Figure 1. Clock network drawn from the DEF (run 1).
Scale bar: 20 um.
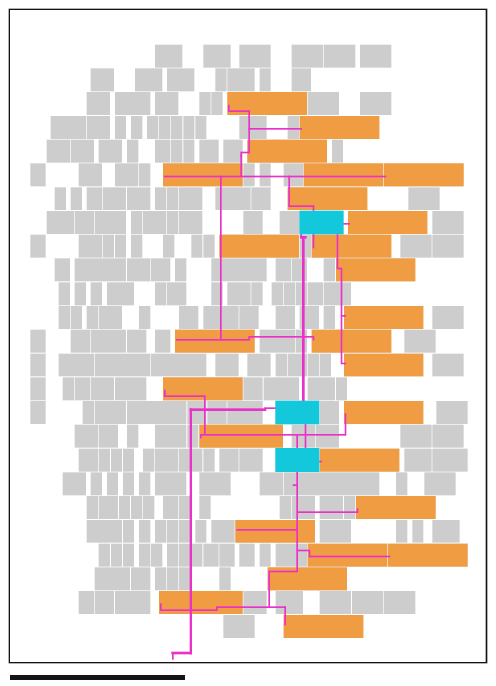
Figure 2. Ports around the boundary (run 1).
Pins as bars across the die edge, other pins in grey.
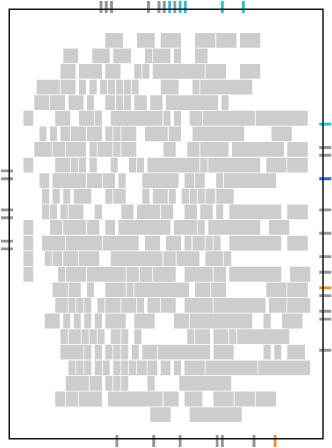
Figure 3. Placement by cell class (run 1).
Fill, decap, tap and diode cells in grey.
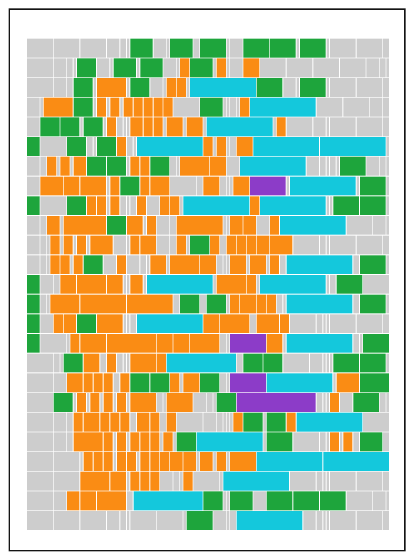
[src/rtl/multicycle_control_fsm_pkg.sv]
// Shared control encodings, state type and per-state control word for the multicycle MIPS controller.
// Pure definitions: no latency, no flow control.
package multicycle_control_fsm_pkg;

    localparam logic [5:0] OP_RTYPE = 6'h00;
    localparam logic [5:0] OP_J     = 6'h02;
    localparam logic [5:0] OP_BEQ   = 6'h04;
    localparam logic [5:0] OP_ADDI  = 6'h08;
    localparam logic [5:0] OP_SLTI  = 6'h0A;
    localparam logic [5:0] OP_LUI   = 6'h0F;
    localparam logic [5:0] OP_LW    = 6'h23;
    localparam logic [5:0] OP_SW    = 6'h2B;

    localparam logic [5:0] FN_MULT  = 6'h18;
    localparam logic [5:0] FN_ADD   = 6'h20;

    localparam logic [1:0] ALU_OP_ADD     = 2'b00;
    localparam logic [1:0] ALU_OP_SUB     = 2'b01;
    localparam logic [1:0] ALU_OP_LUI     = 2'b10;
    localparam logic [1:0] ALU_OP_SLT_MUL = 2'b11;

    localparam logic [1:0] SRC_B_REG    = 2'b00;
    localparam logic [1:0] SRC_B_FOUR   = 2'b01;
    localparam logic [1:0] SRC_B_IMM    = 2'b10;
    localparam logic [1:0] SRC_B_IMM_SH = 2'b11;

    localparam logic [1:0] PC_SRC_ALU    = 2'b00;
    localparam logic [1:0] PC_SRC_ALUOUT = 2'b01;
    localparam logic [1:0] PC_SRC_JUMP   = 2'b10;

    typedef enum logic [3:0] {
        ST_IDLE      = 4'd0,
        ST_FETCH     = 4'd1,
        ST_DECODE    = 4'd2,
        ST_MEM_ADDR  = 4'd3,
        ST_MEM_READ  = 4'd4,
        ST_MEM_WB    = 4'd5,
        ST_MEM_WRITE = 4'd6,
        ST_R_EXEC    = 4'd7,
        ST_R_WB      = 4'd8,
        ST_I_EXEC    = 4'd9,
        ST_I_WB      = 4'd10,
        ST_BRANCH    = 4'd11,
        ST_JUMP      = 4'd12,
        ST_TRAP      = 4'd13
    } state_t;

    // ready_qual marks the one state whose PC/IR writes must wait for Mem_Ready.
    typedef struct packed {
        logic       pc_write;
        logic       pc_write_cond;
        logic       ready_qual;
        logic       iord;
        logic       mem_read;
        logic       mem_write;
        logic       ir_write;
        logic       reg_dst;
        logic       mem_to_reg;
        logic       reg_write;
        logic       alu_src_a;
        logic [1:0] alu_src_b;
        logic [1:0] pc_source;
        logic [1:0] alu_op;
        logic [5:0] alu_funct;
        logic       illegal;
    } ctrl_t;

    localparam ctrl_t CTRL_IDLE = '0;

    function automatic ctrl_t ctrl_for_state(input state_t st,
                                             input logic [1:0] alu_op,
                                             input logic [5:0] funct);
        ctrl_t c;
        c = CTRL_IDLE;
        case (st)
            ST_FETCH: begin
                c.mem_read   = 1'b1;
                c.ir_write   = 1'b1;
                c.pc_write   = 1'b1;
                c.ready_qual = 1'b1;
                c.alu_src_b  = SRC_B_FOUR;
                c.pc_source  = PC_SRC_ALU;
                c.alu_op     = ALU_OP_ADD;
            end
            ST_DECODE: begin
                c.alu_src_b = SRC_B_IMM_SH;
                c.alu_op    = ALU_OP_ADD;
            end
            ST_MEM_ADDR: begin
                c.alu_src_a = 1'b1;
                c.alu_src_b = SRC_B_IMM;
                c.alu_op    = ALU_OP_ADD;
            end
            ST_MEM_READ: begin
                c.mem_read = 1'b1;
                c.iord     = 1'b1;
            end
            ST_MEM_WB: begin
                c.reg_write  = 1'b1;
                c.mem_to_reg = 1'b1;
            end
            ST_MEM_WRITE: begin
                c.mem_write = 1'b1;
                c.iord      = 1'b1;
            end
            ST_R_EXEC: begin
                c.alu_src_a = 1'b1;
                c.alu_src_b = SRC_B_REG;
                c.alu_op    = alu_op;
                c.alu_funct = funct;
            end
            ST_R_WB: begin
                c.reg_write = 1'b1;
                c.reg_dst   = 1'b1;
                c.alu_op    = alu_op;
                c.alu_funct = funct;
            end
            // ALU_Funct stays 0 so slti's Op 11 can never be read as mult downstream.
            ST_I_EXEC: begin
                c.alu_src_a = 1'b1;
                c.alu_src_b = SRC_B_IMM;
                c.alu_op    = alu_op;
            end
            ST_I_WB: begin
                c.reg_write = 1'b1;
                c.alu_op    = alu_op;
            end
            ST_BRANCH: begin
                c.alu_src_a     = 1'b1;
                c.alu_src_b     = SRC_B_REG;
                c.alu_op        = ALU_OP_SUB;
                c.pc_write_cond = 1'b1;
                c.pc_source     = PC_SRC_ALUOUT;
            end
            ST_JUMP: begin
                c.pc_write  = 1'b1;
                c.pc_source = PC_SRC_JUMP;
            end
            ST_TRAP: begin
                c.illegal = 1'b1;
            end
            default: begin
                c = CTRL_IDLE;
            end
        endcase
        return c;
    endfunction

endpackage

[src/rtl/multicycle_control_fsm_decode.sv]
// Classifies the held instruction word into an execution path and its ALU_Op.
// Purely combinational, zero latency; no flow control.
module multicycle_control_fsm_decode
    import multicycle_control_fsm_pkg::*;
(
    input  logic [5:0] opcode,
    input  logic [5:0] funct,
    output logic       is_mem,
    output logic       is_load,
    output logic       is_rtype,
    output logic       is_itype,
    output logic       is_branch,
    output logic       is_jump,
    output logic [1:0] alu_op
);

    always_comb begin
        is_mem    = 1'b0;
        is_load   = 1'b0;
        is_rtype  = 1'b0;
        is_itype  = 1'b0;
        is_branch = 1'b0;
        is_jump   = 1'b0;
        alu_op    = ALU_OP_ADD;
        case (opcode)
            // R-type functions other than add/mult fall through as illegal.
            OP_RTYPE: begin
                if (funct == FN_ADD) begin
                    is_rtype = 1'b1;
                end else if (funct == FN_MULT) begin
                    is_rtype = 1'b1;
                    alu_op   = ALU_OP_SLT_MUL;
                end
            end
            OP_ADDI: begin
                is_itype = 1'b1;
            end
            OP_SLTI: begin
                is_itype = 1'b1;
                alu_op   = ALU_OP_SLT_MUL;
            end
            OP_LUI: begin
                is_itype = 1'b1;
                alu_op   = ALU_OP_LUI;
            end
            OP_LW: begin
                is_mem  = 1'b1;
                is_load = 1'b1;
            end
            OP_SW: begin
                is_mem = 1'b1;
            end
            OP_BEQ: begin
                is_branch = 1'b1;
            end
            OP_J: begin
                is_jump = 1'b1;
            end
            default: begin
                is_mem = 1'b0;
            end
        endcase
    end

endmodule

[src/rtl/multicycle_control_fsm.sv]
// Main multicycle MIPS control FSM: sequences fetch/decode/execute/memory/writeback, feeds ALU_Decoder.
// 3-5 cycles per instruction; FETCH, MEM_READ and MEM_WRITE hold until Mem_Ready, each low cycle adds one.
module multicycle_control_fsm
    import multicycle_control_fsm_pkg::*;
#(
    parameter bit TRAP_ON_ILLEGAL = 1'b1
)
(
    input  logic       clk,
    input  logic       reset,
    input  logic [5:0] Opcode,
    input  logic [5:0] Funct,
    input  logic       Zero,
    input  logic       Mem_Ready,
    output logic       PC_En,
    output logic       IorD,
    output logic       Mem_Read,
    output logic       Mem_Write,
    output logic       IR_Write,
    output logic       Reg_Dst,
    output logic       Mem_to_Reg,
    output logic       Reg_Write,
    output logic       ALU_Src_A,
    output logic [1:0] ALU_Src_B,
    output logic [1:0] PC_Source,
    output logic [1:0] ALU_Op,
    output logic [5:0] ALU_Funct,
    output logic       Illegal_Instr
);

    state_t     state_q;
    state_t     state_nxt;
    ctrl_t      ctrl_q;

    logic       dec_is_mem;
    logic       dec_is_load;
    logic       dec_is_rtype;
    logic       dec_is_itype;
    logic       dec_is_branch;
    logic       dec_is_jump;
    logic [1:0] dec_alu_op;

    multicycle_control_fsm_decode u_decode (
        .opcode    (Opcode),
        .funct     (Funct),
        .is_mem    (dec_is_mem),
        .is_load   (dec_is_load),
        .is_rtype  (dec_is_rtype),
        .is_itype  (dec_is_itype),
        .is_branch (dec_is_branch),
        .is_jump   (dec_is_jump),
        .alu_op    (dec_alu_op)
    );

    always_comb begin
        state_nxt = state_q;
        case (state_q)
            ST_IDLE:      state_nxt = ST_FETCH;
            ST_FETCH:     if (Mem_Ready) state_nxt = ST_DECODE;
            ST_DECODE: begin
                if (dec_is_mem)         state_nxt = ST_MEM_ADDR;
                else if (dec_is_rtype)  state_nxt = ST_R_EXEC;
                else if (dec_is_itype)  state_nxt = ST_I_EXEC;
                else if (dec_is_branch) state_nxt = ST_BRANCH;
                else if (dec_is_jump)   state_nxt = ST_JUMP;
                else                    state_nxt = TRAP_ON_ILLEGAL ? ST_TRAP : ST_FETCH;
            end
            ST_MEM_ADDR:  state_nxt = dec_is_load ? ST_MEM_READ : ST_MEM_WRITE;
            ST_MEM_READ:  if (Mem_Ready) state_nxt = ST_MEM_WB;
            ST_MEM_WB:    state_nxt = ST_FETCH;
            ST_MEM_WRITE: if (Mem_Ready) state_nxt = ST_FETCH;
            ST_R_EXEC:    state_nxt = ST_R_WB;
            ST_R_WB:      state_nxt = ST_FETCH;
            ST_I_EXEC:    state_nxt = ST_I_WB;
            ST_I_WB:      state_nxt = ST_FETCH;
            ST_BRANCH:    state_nxt = ST_FETCH;
            ST_JUMP:      state_nxt = ST_FETCH;
            ST_TRAP:      state_nxt = ST_TRAP;
            default:      state_nxt = ST_IDLE;
        endcase
    end

    // The control word is registered together with the state it belongs to, so outputs are glitch-free
    // and cleared the instant reset asserts.
    always_ff @(posedge clk or negedge reset) begin
        if (!reset) begin
            state_q <= ST_IDLE;
            ctrl_q  <= CTRL_IDLE;
        end else begin
            state_q <= state_nxt;
            ctrl_q  <= ctrl_for_state(state_nxt, dec_alu_op, Funct);
        end
    end

    assign PC_En         = (ctrl_q.pc_write & (~ctrl_q.ready_qual | Mem_Ready))
                         | (ctrl_q.pc_write_cond & Zero);
    assign IR_Write      = ctrl_q.ir_write & Mem_Ready;
    assign IorD          = ctrl_q.iord;
    assign Mem_Read      = ctrl_q.mem_read;
    assign Mem_Write     = ctrl_q.mem_write;
    assign Reg_Dst       = ctrl_q.reg_dst;
    assign Mem_to_Reg    = ctrl_q.mem_to_reg;
    assign Reg_Write     = ctrl_q.reg_write;
    assign ALU_Src_A     = ctrl_q.alu_src_a;
    assign ALU_Src_B     = ctrl_q.alu_src_b;
    assign PC_Source     = ctrl_q.pc_source;
    assign ALU_Op        = ctrl_q.alu_op;
    assign ALU_Funct     = ctrl_q.alu_funct;
    assign Illegal_Instr = ctrl_q.illegal;

    a_no_rd_wr: assert property (@(posedge clk) disable iff (!reset) !(Mem_Read && Mem_Write));
    a_no_rw_pc: assert property (@(posedge clk) disable iff (!reset) !(Reg_Write && PC_En));

endmodule

[config.mk]
export PLATFORM = sky130hd
export DESIGN_NAME = multicycle_control_fsm
export DESIGN_NICKNAME = d
export VERILOG_FILES = /design/src/rtl/multicycle_control_fsm_pkg.sv /design/src/rtl/multicycle_control_fsm_decode.sv /design/src/rtl/multicycle_control_fsm.sv
export SDC_FILE = /design/constraint.sdc
export NUM_CORES = 1
export LEC_CHECK = 0
export ABC_AREA = 1
export CAP_MARGIN = 20
export CORE_ASPECT_RATIO = 1.4
export CORE_MARGIN = 2
export CORE_UTILIZATION = 45
export CTS_CLUSTER_DIAMETER = 80
export CTS_CLUSTER_SIZE = 16
export DETAILED_ROUTE_END_ITERATION = 12
export PLACE_DENSITY = 0.73
export SYNTH_ARGS = -nofsm -noshare
export SYNTH_HDL_FRONTEND = slang
export SYNTH_HIERARCHICAL = 1
export SYNTH_SLANG_ARGS = --single-unit
[constraint.sdc]
create_clock -name clk -period 1.67 [get_ports clk]
set_input_delay 0.334 -clock clk [delete_from_list [all_inputs] [get_ports clk]]
set_output_delay 0.334 -clock clk [all_outputs]
set_load 0.02 [all_outputs]
==> flow_summary.json, run 1 <==
{
  "hold_path_class": "in2async",
  "timing_worst_slew_pin_value_ns": 0.434,
  "tritoncts": "yes",
  "synth.area.mux_share": 0,
  "worstSetupPathDepth": 11,
  "clk_latency_ns": 0.27,
  "clock_sink_count": 26,
  "tool_warnings": 26,
  "timing.critical_path.to": "IorD",
  "status": "complete, no violations",
  "rows": 25,
  "cpMostUsedCell": "sky130_fd_sc_hd__nor2_4",
  "path_max_fanout": 6,
  "layout.cells.non_filler": 305,
  "areaGrowthSynthToFinish_pct": 42.4,
  "grt.overflow.total": 0,
  "cts_htree_levels": 1,
  "timing.max_slew.rel_slack": 0.708,
  "avgSynthCellArea_sq_um": 7.82,
  "grt_most_used_layer": "met2",
  "first_pass_grt_wire_length_mm": 5.78,
  "r2r_setup_slack_ns": 0.08,
  "postRouteAntennaNets": 0,
  "floorplan.io_pins": 38,
  "floorplan.die_area_sq_um": 4060,
  "flop_cell": "sky130_fd_sc_hd__dfrtp_1",
  "postSynth.asyncResetShare": 1.00,
  "fin_worst_hold_slack_ns": 0.419,
  "setup.worst_path.start": "Opcode[5]",
  "ir_worst_vdd_v": 0.00117,
  "clkTransAtPathRegs_ns": 0.08,
  "antenna_cells": 0,
  "setup_viol": 0,
  "synth_adder_area_share": 0,
  "final-max-slew-violation-count": 0,
  "floorplan.die.height_um": 74.6,
  "grt_use_met2": 0.369,
  "synthDominantCellAreaShare": 0.406,
  "vias_per_cell": 4.72,
  "yosys_warnings": 6,
  "yosysSeqAreaShare": 0.406,
  "timing.critical_path.max_delay_family": "simple AND/OR/NAND/NOR gates",
  "firstDrtPassIters": 4,
  "finalHoldViolations": 0,
  "period_minus_slack_ns": 1.60,
  "xor_area_frac": 0,
  "grt_antenna_before_repair": 0
}
## Picture notes: Figure 1
clock wires: marked magenta, length 281 um. flip-flops: marked orange, count 26. clock-net drivers: marked cyan, count 3.
There are 4 routed clock nets.

## Picture notes: Figure 2
PC_Source: marked orange, pins 2, direction output, edge 1 right, 1 bottom. ALU_Funct: marked cyan, pins 6, direction output, edge 5 top, 1 right. ALU_Src_A: marked blue, pins 1, direction output, edge right.

## Picture notes: Figure 3
clock drivers and dummy loads: marked purple, cells 4, share of their area 3.2%. remaining buffers and delay cells: marked green, cells 69, share of their area 26%. registers: marked cyan, cells 26, share of their area 29%. remaining logic cells: marked orange, cells 166, share of their area 42%.

==> run 1: how the worst min path moves through the flow <==
stage / startpoint / to
final: reset / state_q[0]
after global routing: Funct[1] / ALU_Funct[1]
after floorplan: reset / ALU_Funct[0]
after CTS: reset / state_q[2]
after detailed placement: state_q[3] / Mem_to_Reg
after global placement: reset / state_q[0]
==> run 1: state kept, by name (all words and copies together) (netlist names), 2 cells and up <==
register / cells
state_q: 4
PC_Source: 2
ALU_Op: 2
ALU_Funct: 6
ctrl_q: 2
ALU_Src_B: 2
==> run 1: area by class of cell <==
class / instances / area [sq um] / share of cell area
multi-input cells: 131 / 801 / 0.350
flip-flops and latches: 26 / 653 / 0.286
repair buffers: 69 / 572 / 0.250
inverters: 35 / 138 / 0.0602
well taps: 40 / 50.0 / 0.0219
clock buffers: 3 / 41.3 / 0.0181
clock inverters: 1 / 30.0 / 0.0131
==> run 1: power breakdown <==
part	leakage [nW]	switching (mW)	internal (mW)	total (mW)
registers	0.346	0.127	0.800	0.926
clock network	0.0357	0.194	0.321	0.514
logic	0.839	1.11	0.785	1.90
total	1.22	1.43	1.90	3.34
==> run 1: layer usage <==
metal | up-vias | wire length [um]
met3 | 6 | 72
met1 | 673 | 1380
li1 | 731 | -
met4 | 0 | 59
met2 | 29 | 2080
met5 | - | 0
==> run 1: cells by family (layout without fill, tap and decap cells) <==
logic type             count (synthesis)  in the layout
AND/OR/NAND/NOR                      123            123
buffers and inverters                 48            108
flip-flops                            26             26
AND-OR/OR-AND                          8              8
==> run 1: timing repair <==
action | in CTS | in global routing
pin swaps | 19 | 6
endpoints found under the hold margin | 0 | 0
gates resized | 47 | 9
hold buffers | 0 | 0
buffers inserted | 8 | 3
endpoints found under the setup margin | 24 | 19
==> run 1: layout by cell type (no fill, tap or decap), types with 5 or more instances in the layout <==
cell                              synthesis  layout
sky130_fd_sc_hd__dfrtp_1                 26      24
sky130_fd_sc_hd__nor2_2                  13      12
sky130_fd_sc_hd__nor2_1                  25      22
sky130_fd_sc_hd__inv_2                    5       6
sky130_fd_sc_hd__buf_4                   12      32
sky130_fd_sc_hd__nand3_2                  4       5
sky130_fd_sc_hd__nand2_1                 44      42
sky130_fd_sc_hd__nor2_4                   3       7
sky130_fd_sc_hd__nand2_4                  3       5
sky130_fd_sc_hd__inv_1                   27      26
sky130_fd_sc_hd__buf_2                    0       6
sky130_fd_sc_hd__clkdlybuf4s50_1          0      22
sky130_fd_sc_hd__nand3_1                 10       9
sky130_fd_sc_hd__dlygate4sd2_1            0       8
sky130_fd_sc_hd__nand2_2                  9       9
==> run 1: metrics by stage <==
step	area, sq um	setup WS, ns
final	2280	0.0669
after global routing	2280	-0.0113
after CTS	2220	0.00606
after detailed placement	2090	-0.633
after global placement	2090	-0.558
after floorplan	1610	0.0114
Figure 4. Cell placement (run 1).
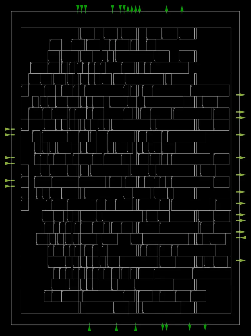

==> run 2, diff against run 1 <==
--- a/config.mk
+++ b/config.mk
@@ -13,8 +13,8 @@
 export CTS_CLUSTER_DIAMETER = 80
 export CTS_CLUSTER_SIZE = 16
 export DETAILED_ROUTE_END_ITERATION = 12
-export PLACE_DENSITY = 0.73
+export PLACE_DENSITY = 0.74
+export SETUP_SLACK_MARGIN = 0.02
 export SYNTH_ARGS = -nofsm -noshare
 export SYNTH_HDL_FRONTEND = slang
-export SYNTH_HIERARCHICAL = 1
 export SYNTH_SLANG_ARGS = --single-unit
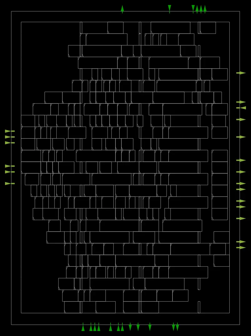
Figure 5: run 2, cell placement.
Fill cells: 298
number of sequential cells in the layout: 26

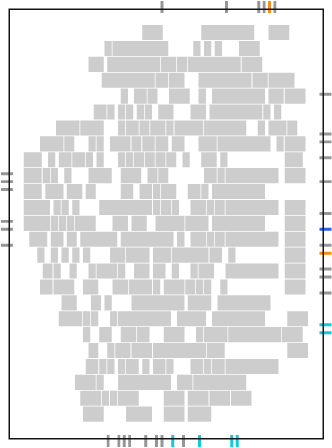
Figure 6: run 2, ports around the boundary.
Pins as bars across the die edge, other pins in grey.
ALU_Funct: marked cyan, pins 6, direction output, edge 4 bottom, 2 right. PC_Source: marked orange, pins 2, direction output, edge 1 right, 1 top. ALU_Src_A: marked blue, pins 1, direction output, edge right.

==> flow_summary.json, run 2 <==
{
  "period_minus_slack_ns": 1.56,
  "flop_cell": "sky130_fd_sc_hd__dfrtp_1",
  "hold_path.startpoint": "Funct[3]",
  "dpl_worst_slack_ns": -0.308,
  "first_pass_grt_wire_length_mm": 4.66,
  "synthDominantCellAreaShare": 0.422,
  "timing.max_slew.rel_slack": 0.793,
  "placed_area_sq_um": 2030,
  "status": "complete, no violations",
  "timing_worst_slew_pin_value_ns": 0.308,
  "lay_top_count": "sky130_fd_sc_hd__nand2_1",
  "hold_path_end": "ALU_Funct[3]",
  "lay_top_cells": "33 x sky130_fd_sc_hd__nand2_1, 27 x sky130_fd_sc_hd__clkdlybuf4s50_1, 26 x sky130_fd_sc_hd__inv_1",
  "ir_worst_vdd_v": 0.000747,
  "floorplan.io_pins": 38,
  "setup_viol": 0,
  "tritoncts": "yes",
  "tool_warnings": 26,
  "yosys_warnings": 0,
  "postRouteAntennaNets": 0,
  "layout.cells.non_filler": 275,
  "firstDrtPassIters": 4,
  "clkTransAtPathRegs_ns": 0.08,
  "postSynth.asyncResetShare": 1.00,
  "finalHoldViolations": 0,
  "antenna_cells": 0,
  "post-route-cell-area_sq_um": 2120,
  "floorplan.die_area_sq_um": 3910,
  "yosysSeqAreaShare": 0.422,
  "cts_hold_buf": 0,
  "floorplan.die.height_um": 73.2
}
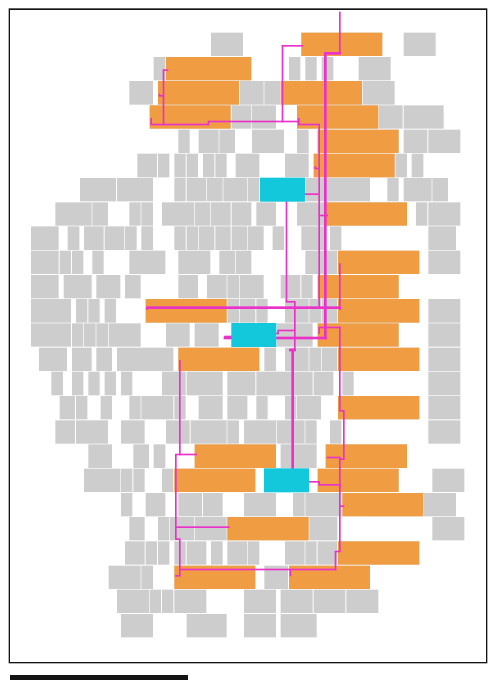
Figure 7: run 2, clock network drawn from the DEF.
Scale bar: 20 um.
clock wires: marked magenta, length 273 um. flip-flops: marked orange, count 26. clock-net drivers: marked cyan, count 3.
There are 4 routed clock nets.

-- run 2: netlist changes by cell type in the layout (fill, tap and decap cells not counted), moves of 3 or more --
cell / before / now
sky130_fd_sc_hd__nor2_1: 22 / 11
sky130_fd_sc_hd__buf_4: 32 / 23
sky130_fd_sc_hd__nand2_1: 42 / 33
sky130_fd_sc_hd__buf_2: 6 / 1
sky130_fd_sc_hd__clkdlybuf4s50_1: 22 / 27
sky130_fd_sc_hd__dlymetal6s2s_1: 0 / 4
sky130_fd_sc_hd__dlygate4sd2_1: 8 / 5
sky130_fd_sc_hd__nor3_1: 1 / 4
sky130_fd_sc_hd__o21ai_0: 0 / 3
-- run 2: layout make-up --
class	count	area, sq um
Inverter	34	139
Multi-Input combinational cell	112	693
Sequential cell	26	652
Timing Repair Buffer	60	542
Clock buffer	3	41.3
Fill cell	298	1200
Tap cell	40	50.0
-- run 2: how the worst max path moves through the flow --
stage	to	cells past startpoint	slack (ns)	from
2_1_floorplan	ALU_Funct[5]	12	0.24	state_q[0]
3_3_place_gp	PC_En	5	-0.29	Mem_Ready
3_5_place_dp	PC_En	5	-0.31	Mem_Ready
4_1_cts	ALU_Funct[4]	12	0.02	Funct[1]
5_1_grt	ALU_Funct[5]	12	0.02	Funct[0]
6_report	ALU_Funct[5]	12	0.11	Funct[0]
-- run 2: critical path, stage by stage --
cell and delay, ns:
sky130_fd_sc_hd__clkdlybuf4s50_1 0.47, sky130_fd_sc_hd__nor2_4 0.17, sky130_fd_sc_hd__nand3_2 0.10, sky130_fd_sc_hd__inv_1 0.07
sky130_fd_sc_hd__nand2_1 0.07, sky130_fd_sc_hd__nand3_2 0.09, sky130_fd_sc_hd__nand2_4 0.09, sky130_fd_sc_hd__inv_6 0.08
sky130_fd_sc_hd__nand3_4 0.09, sky130_fd_sc_hd__nand2_4 0.08, sky130_fd_sc_hd__inv_6 0.05, sky130_fd_sc_hd__nor2_2 0.06
-- run 2: cell families after synthesis --
kind of cell	after synthesis	synth area share
buffers and inverters	46	0.149
DFF	26	0.422
AOI/OAI and AO/OA	11	0.0431
and+or+nand+nor	101	0.386
-- run 2: routing by layer --
metal / global-route usage / wire [um]
met5: 0 / 0
met4: 0.103 / 67
met3: 0.0123 / 128
met2: 0.283 / 1530
met1: 0.180 / 1090
-- run 2: through the flow --
| stage | total power, mW | hold slack (ns) |
|---|---|---|
| after floorplan | 1.95 | 0.0384 |
| after global placement | 2.52 | 0.636 |
| after detailed placement | 2.55 | 0.642 |
| after CTS | 2.87 | 0.446 |
| after global routing | 3.11 | 0.367 |
| final | 2.89 | 0.372 |
-- run 2: power breakdown --
part | internal [mW] | switching [mW]
clock network | 0.161 | 0.174
logic | 0.734 | 0.933
registers | 0.799 | 0.0900
-- run 2: repair_timing --
action / CTS / global route
hold endpoints to repair: 0 / 0
resized: 10 / 13
pin swaps: 4 / 9
buffers inserted: 0 / 2
cloned: 0 / 0
endpoints found under the setup margin: 15 / 17
==> run 3, diff against run 2 <==
--- a/config.mk
+++ b/config.mk
@@ -11,7 +11,7 @@
 export CORE_MARGIN = 2
 export CORE_UTILIZATION = 45
 export CTS_CLUSTER_DIAMETER = 80
-export CTS_CLUSTER_SIZE = 16
+export CTS_CLUSTER_SIZE = 20
 export DETAILED_ROUTE_END_ITERATION = 12
 export PLACE_DENSITY = 0.74
 export SETUP_SLACK_MARGIN = 0.02
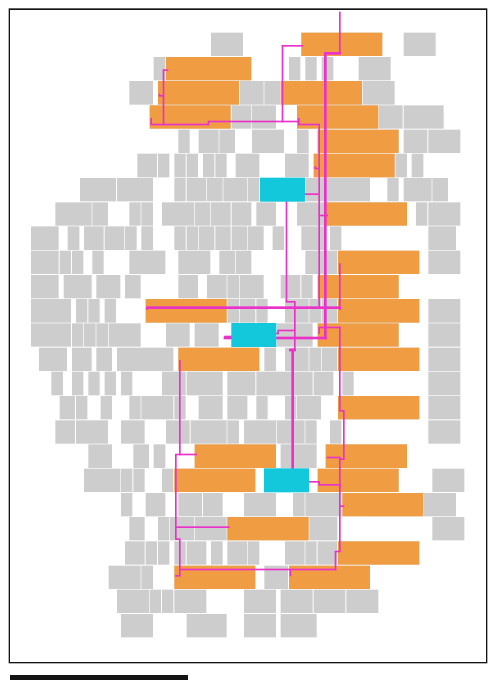
Figure 8: run 3, clock network drawn from the DEF.
Scale bar: 20 um.
flip-flops: marked orange, count 26. clock-net drivers: marked cyan, count 3. clock wires: marked magenta, length 273 um.
There are 4 routed clock nets.

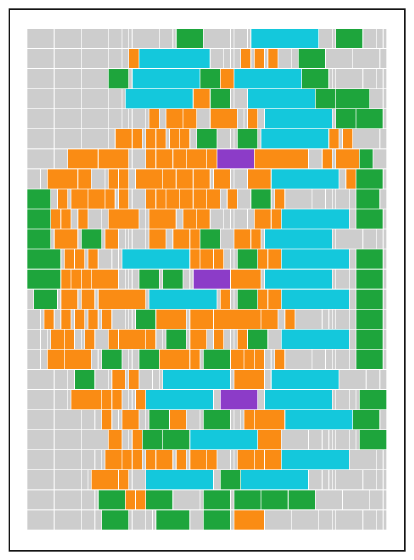
Figure 9: run 3, placement by cell class.
Fill, decap, tap and diode cells in grey.
registers: marked cyan, cells 26, share of their area 32%. remaining buffers and delay cells: marked green, cells 60, share of their area 26%. clock-net drivers: marked purple, cells 3, share of their area 2.0%. remaining logic cells: marked orange, cells 146, share of their area 40%.

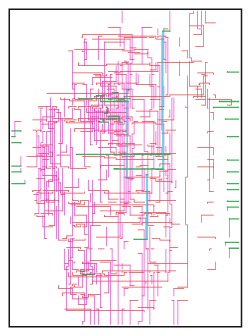
Figure 10: run 3, routed metal, one colour a layer.
M4: marked cyan, wire length 67.3 um. M2: marked magenta, wire length 1530 um. M3: marked green, wire length 128 um. M1: marked red, wire length 1090 um.

==> flow_summary.json, run 3 <==
{
  "timing_worst_slew_pin_value_ns": 0.308,
  "flop_cell": "sky130_fd_sc_hd__dfrtp_1",
  "totalPowerFinal_mw": 2.89,
  "yosys_warnings": 0,
  "postRouteAntennaNets": 0,
  "floorplan.io_pins": 38,
  "tritoncts": "yes",
  "num-fill-cells": 298,
  "antenna_cells": 0,
  "share_comb_of_total_power": 0.577,
  "dpl_worst_slack_ns": -0.308,
  "switching_share": 0.414,
  "ir_worst_vdd_v": 0.000747,
  "first_pass_grt_wire_length_mm": 4.66,
  "setup_viol": 0,
  "timing.max_slew.rel_slack": 0.793,
  "floorplan.die_area_sq_um": 3910,
  "power.net_switching_mw": 1.20,
  "period_minus_slack_ns": 1.56,
  "finalHoldViolations": 0,
  "cts_hold_buf": 0,
  "status": "complete, no violations",
  "fin_worst_hold_slack_ns": 0.372,
  "firstDrtPassIters": 4,
  "clkTransAtPathRegs_ns": 0.08,
  "cell_internal_pwr_mw": 1.69
}
-- run 3: cell counts after synthesis --
Identical to the previous run, type by type.
-- run 3: power by group through the flow --
stage	Sequential (mW)	Clock (mW)	Combinational, mW
final	0.889	0.335	1.67
after global routing	0.900	0.371	1.84
after CTS	0.886	0.344	1.64
after detailed placement	0.899	0	1.65
after global placement	0.895	0	1.63
after floorplan	0.966	0	0.980
-- run 3: cell type report --
| type | count | area, sq um | share of cell area |
|---|---|---|---|
| clock buffers | 3 | 41.3 | 0.0195 |
| well taps | 40 | 50.0 | 0.0236 |
| multi-input cells | 112 | 693 | 0.327 |
| inverters | 34 | 139 | 0.0656 |
| repair buffers | 60 | 542 | 0.256 |
| flip-flops and latches | 26 | 652 | 0.308 |
-- run 3: metal layers --
metal	up-vias	global-route usage	share of wire
li1	652	-	-
met1	576	0.180	0.39
met2	50	0.283	0.54
met3	6	0.0123	0.045
met4	0	0.103	0.024
met5	-	0	0
-- run 3: metrics by stage --
step                area (sq um)   util  cells
floorplan                   1540      -    184
global placement            2030  0.612    270
detailed placement          2030  0.612    270
CTS                         2060  0.622    273
global route                2120  0.638    275
finish                      2120  0.638    275
-- run 3: cell families after synthesis --
group                  Yosys count  synth area share
and+or+nand+nor                101             0.386
buffers and inverters           46             0.149
DFF                             26             0.422
AOI/OAI and AO/OA               11            0.0431
-- run 3: path summary, 6_finish.rpt --
| path | cells past startpoint | startpoint | slack, ns | end |
|---|---|---|---|---|
| hold / removal | 3 | Funct[3] | 0.37 | ALU_Funct[3] |
| setup / recovery | 12 | Funct[0] | 0.11 | ALU_Funct[5] |
| setup reg to reg | 10 | state_q[0] | 0.11 | Mem_Read |
| hold reg to reg | 2 | state_q[2] | 0.65 | Reg_Dst |
| min in group asynchronous | 2 | reset | 0.44 | ALU_Funct[5] |
| max in group asynchronous | 2 | reset | 0.98 | state_q[1] |
-- run 3: what timing repair did --
| action | in CTS | in global routing |
|---|---|---|
| gates resized | 10 | 13 |
| setup endpoints to repair | 15 | 17 |
| buffers inserted | 0 | 2 |
| pin swaps | 4 | 9 |
-- run 3: critical path: stages --
cell	delay (ns)
sky130_fd_sc_hd__clkdlybuf4s50_1	0.47
sky130_fd_sc_hd__nor2_4	0.17
sky130_fd_sc_hd__nand3_2	0.10
sky130_fd_sc_hd__inv_1	0.07
sky130_fd_sc_hd__nand2_1	0.07
sky130_fd_sc_hd__nand3_2	0.09
sky130_fd_sc_hd__nand2_4	0.09
sky130_fd_sc_hd__inv_6	0.08
sky130_fd_sc_hd__nand3_4	0.09
sky130_fd_sc_hd__nand2_4	0.08
sky130_fd_sc_hd__inv_6	0.05
sky130_fd_sc_hd__nor2_2	0.06
Power and IR drop assume default switching activity.
